layer_met3.png
(12 px per um)
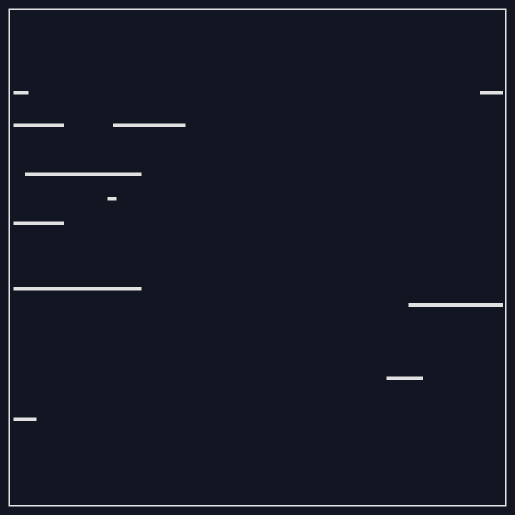
logic_types.png
(6 px per um)
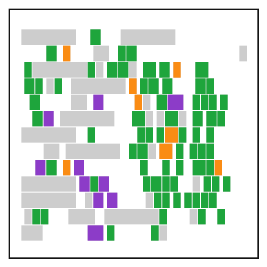
`config.mk`:
```
export PLATFORM = sky130hd
export DESIGN_NAME = mutex_rr_arbiter
export DESIGN_NICKNAME = d
export VERILOG_FILES = /design/src/rtl/mutex_rr_arbiter.sv
export SDC_FILE = /design/constraint.sdc
export NUM_CORES = 1
export LEC_CHECK = 0
export ABC_AREA = 1
export CAP_MARGIN = 15
export CORE_MARGIN = 1.5
export CORE_UTILIZATION = 51
export DETAILED_ROUTE_END_ITERATION = 16
export DONT_BUFFER_PORTS = 1
export HOLD_SLACK_MARGIN = 0.05
export PLACE_DENSITY_LB_ADDON = 0.05
export SYNTH_ARGS = -nofsm -noshare
export SYNTH_HDL_FRONTEND = slang
export SYNTH_SLANG_ARGS = --single-unit
export TNS_END_PERCENT = 100
```
`constraint.sdc`:
```
create_clock -name clk -period 3.2 [get_ports clk]
set_clock_uncertainty 0.05 [all_clocks]
set_input_delay 0.32 -clock clk [delete_from_list [all_inputs] [get_ports clk]]
set_output_delay 0.32 -clock clk [all_outputs]
set_load 0.005 [all_outputs]
```
`src/rtl/mutex_rr_arbiter.sv`:
```
// Round-robin mutual-exclusion arbiter: at most one grant, held while the holder's req stays high.
// Define MUTEX_ARB_TIMEOUT_EN to add the hold-timeout with requester lockout.
module mutex_rr_arbiter #(
  parameter int N        = 4,
  parameter int HOLD_MAX = 16
) (
  input  logic                 clk,
  input  logic                 rst,
  input  logic [N-1:0]         req,
  output logic [N-1:0]         gnt,
  output logic                 busy,
  output logic [$clog2(N)-1:0] owner,
  output logic                 timeout
);

  // state  | meaning
  // S_IDLE | no grant; arbitrate from ptr on the next edge
  // S_HOLD | one grant active, owned by owner_q
  localparam int OW = $clog2(N);

  typedef enum logic {
    S_IDLE = 1'b0,
    S_HOLD = 1'b1
  } state_t;

  if (N < 2 || N > 8 || HOLD_MAX < 2 || HOLD_MAX > 255) begin : g_param_check
    $error("mutex_rr_arbiter: parameter out of range");
  end

  state_t          state_q;
  logic [N-1:0]    gnt_q;
  logic            busy_q;
  logic [OW-1:0]   owner_q;
  logic [OW-1:0]   ptr_q;

  logic [N-1:0]    elig_d;
  logic            pick_found_d;
  logic [OW-1:0]   pick_idx_d;
  logic [OW-1:0]   scan_d;
  logic [OW-1:0]   ptr_adv_d;
  logic            holder_req_d;

`ifdef MUTEX_ARB_TIMEOUT_EN
  logic [7:0]      hold_cnt_q;
  logic [N-1:0]    lock_q;
  logic            timeout_q;

  assign elig_d  = req & ~lock_q;
  assign timeout = timeout_q;
`else
  assign elig_d  = req;
  assign timeout = 1'b0;
`endif

  assign gnt          = gnt_q;
  assign busy         = busy_q;
  assign owner        = owner_q;
  assign holder_req_d = req[owner_q];
  assign ptr_adv_d    = (owner_q == OW'(N - 1)) ? '0 : owner_q + OW'(1);

  // First eligible requester scanning upward from ptr, wrapping at N-1.
  always_comb begin
    pick_found_d = 1'b0;
    pick_idx_d   = '0;
    scan_d       = '0;
    for (int k = 0; k < N; k++) begin
      scan_d = OW'((int'(ptr_q) + k) % N);
      if (!pick_found_d && elig_d[scan_d]) begin
        pick_found_d = 1'b1;
        pick_idx_d   = scan_d;
      end
    end
  end

  always_ff @(posedge clk or posedge rst) begin
    if (rst) begin
      state_q    <= S_IDLE;
      gnt_q      <= '0;
      busy_q     <= 1'b0;
      owner_q    <= '0;
      ptr_q      <= '0;
`ifdef MUTEX_ARB_TIMEOUT_EN
      hold_cnt_q <= '0;
      lock_q     <= '0;
      timeout_q  <= 1'b0;
`endif
    end else begin
`ifdef MUTEX_ARB_TIMEOUT_EN
      timeout_q <= 1'b0;
      // A locked-out requester is released once its req is seen low.
      lock_q    <= lock_q & req;
`endif
      case (state_q)
        S_IDLE: begin
          if (pick_found_d) begin
            state_q    <= S_HOLD;
            gnt_q      <= {{(N-1){1'b0}}, 1'b1} << pick_idx_d;
            busy_q     <= 1'b1;
            owner_q    <= pick_idx_d;
`ifdef MUTEX_ARB_TIMEOUT_EN
            hold_cnt_q <= 8'(HOLD_MAX - 1);
`endif
          end
        end
        S_HOLD: begin
          if (!holder_req_d) begin
            state_q <= S_IDLE;
            gnt_q   <= '0;
            busy_q  <= 1'b0;
            owner_q <= '0;
            ptr_q   <= ptr_adv_d;
`ifdef MUTEX_ARB_TIMEOUT_EN
            hold_cnt_q <= '0;
          end else if (hold_cnt_q == '0) begin
            state_q         <= S_IDLE;
            gnt_q           <= '0;
            busy_q          <= 1'b0;
            owner_q         <= '0;
            ptr_q           <= ptr_adv_d;
            timeout_q       <= 1'b1;
            lock_q[owner_q] <= 1'b1;
          end else begin
            hold_cnt_q <= hold_cnt_q - 8'd1;
`endif
          end
        end
        default: begin
          state_q <= S_IDLE;
          gnt_q   <= '0;
          busy_q  <= 1'b0;
          owner_q <= '0;
        end
      endcase
    end
  end

endmodule

```
==> run_results.csv <==
group,metric,value,unit
pwr,totalPowerFinal,0.850,mW
yosys,yosys.cell_count.top_type,"nand2_1",
critical_path,end_kind,"register",
run,warning_count,26,
yosys,ff_type,"dfrtp_1",
layout,final-clk-cell-share,2.94,%
yosys,syn-cell-area,746,um^2
layout,nets,129,
floorplan,fp_util,55.9,%
placement,pre_cts_ws,1.43,ns
critical_path,cpPeakStageDelay,0.56,ns
pwr,powerSeq,0.258,mW
pwr,clkPwrFrac,9.7,%
detailed_routing,drcViolationCount,0,
clock_tree,cts_root_buf,"clkbuf_4",
placement,routabilityCongestion,0.764,
global_routing,grt_max_degree,13,
floorplan,die_x,41.2,um
floorplan,nWellTaps,15,
floorplan,io_pins,14,
critical_path,critPathRequiredTime,3.30,ns
clock_tree,cts_made_buffers,3,
yosys,avgSynthCellArea,6.21,um^2
yosys,synth.top_cell.area_share,33.6,%
status,outcome,"completed",
pwr,p_int,0.394,mW
critical_path,slowest_stage,"dfrtp_1",
clock_tree,path_clk_slew,0.06,ns
yosys,async_reset_ff_share,100,%
worst_hold_path,hold_path_end,"state_q$_DFF_PP0_",
layout,nFlopsAndLatches,10,
layout,nClkBuffers,3,
clock_tree,cts_tree,"built",
worst_hold_path,holdCritStartpoint,"req[3]",
yosys,fa_ha_area_share,1.68,%
global_routing,use_met1,27.4,%
layout,nNonClkBuffers,1,
sta,max_freq,568,MHz
sta,worst_slack,1.44,ns
## Picture notes: layer_met3.png
share of all routed wire: 3.1%
main direction: horizontal
nets with wire on the layer: 9
longest straight run: 10.3 um
wire length on this layer: 48.1 um
grt met3 use: 5.98%
Vias: 732
Routed WL: 1.57 mm

## Picture notes: logic_types.png
| colour | family | cells |
|---|---|---|
| orange | nor cells | 8 |
| purple | aoi and oai cells | 10 |
| green | nand cells | 72 |
Top cell excl fill/tap: nand2_1
combinational share of cell area: 53.8%
Post-Layout Cell Count: 135

No activity file was given, so power comes from the tool's default toggle rates.
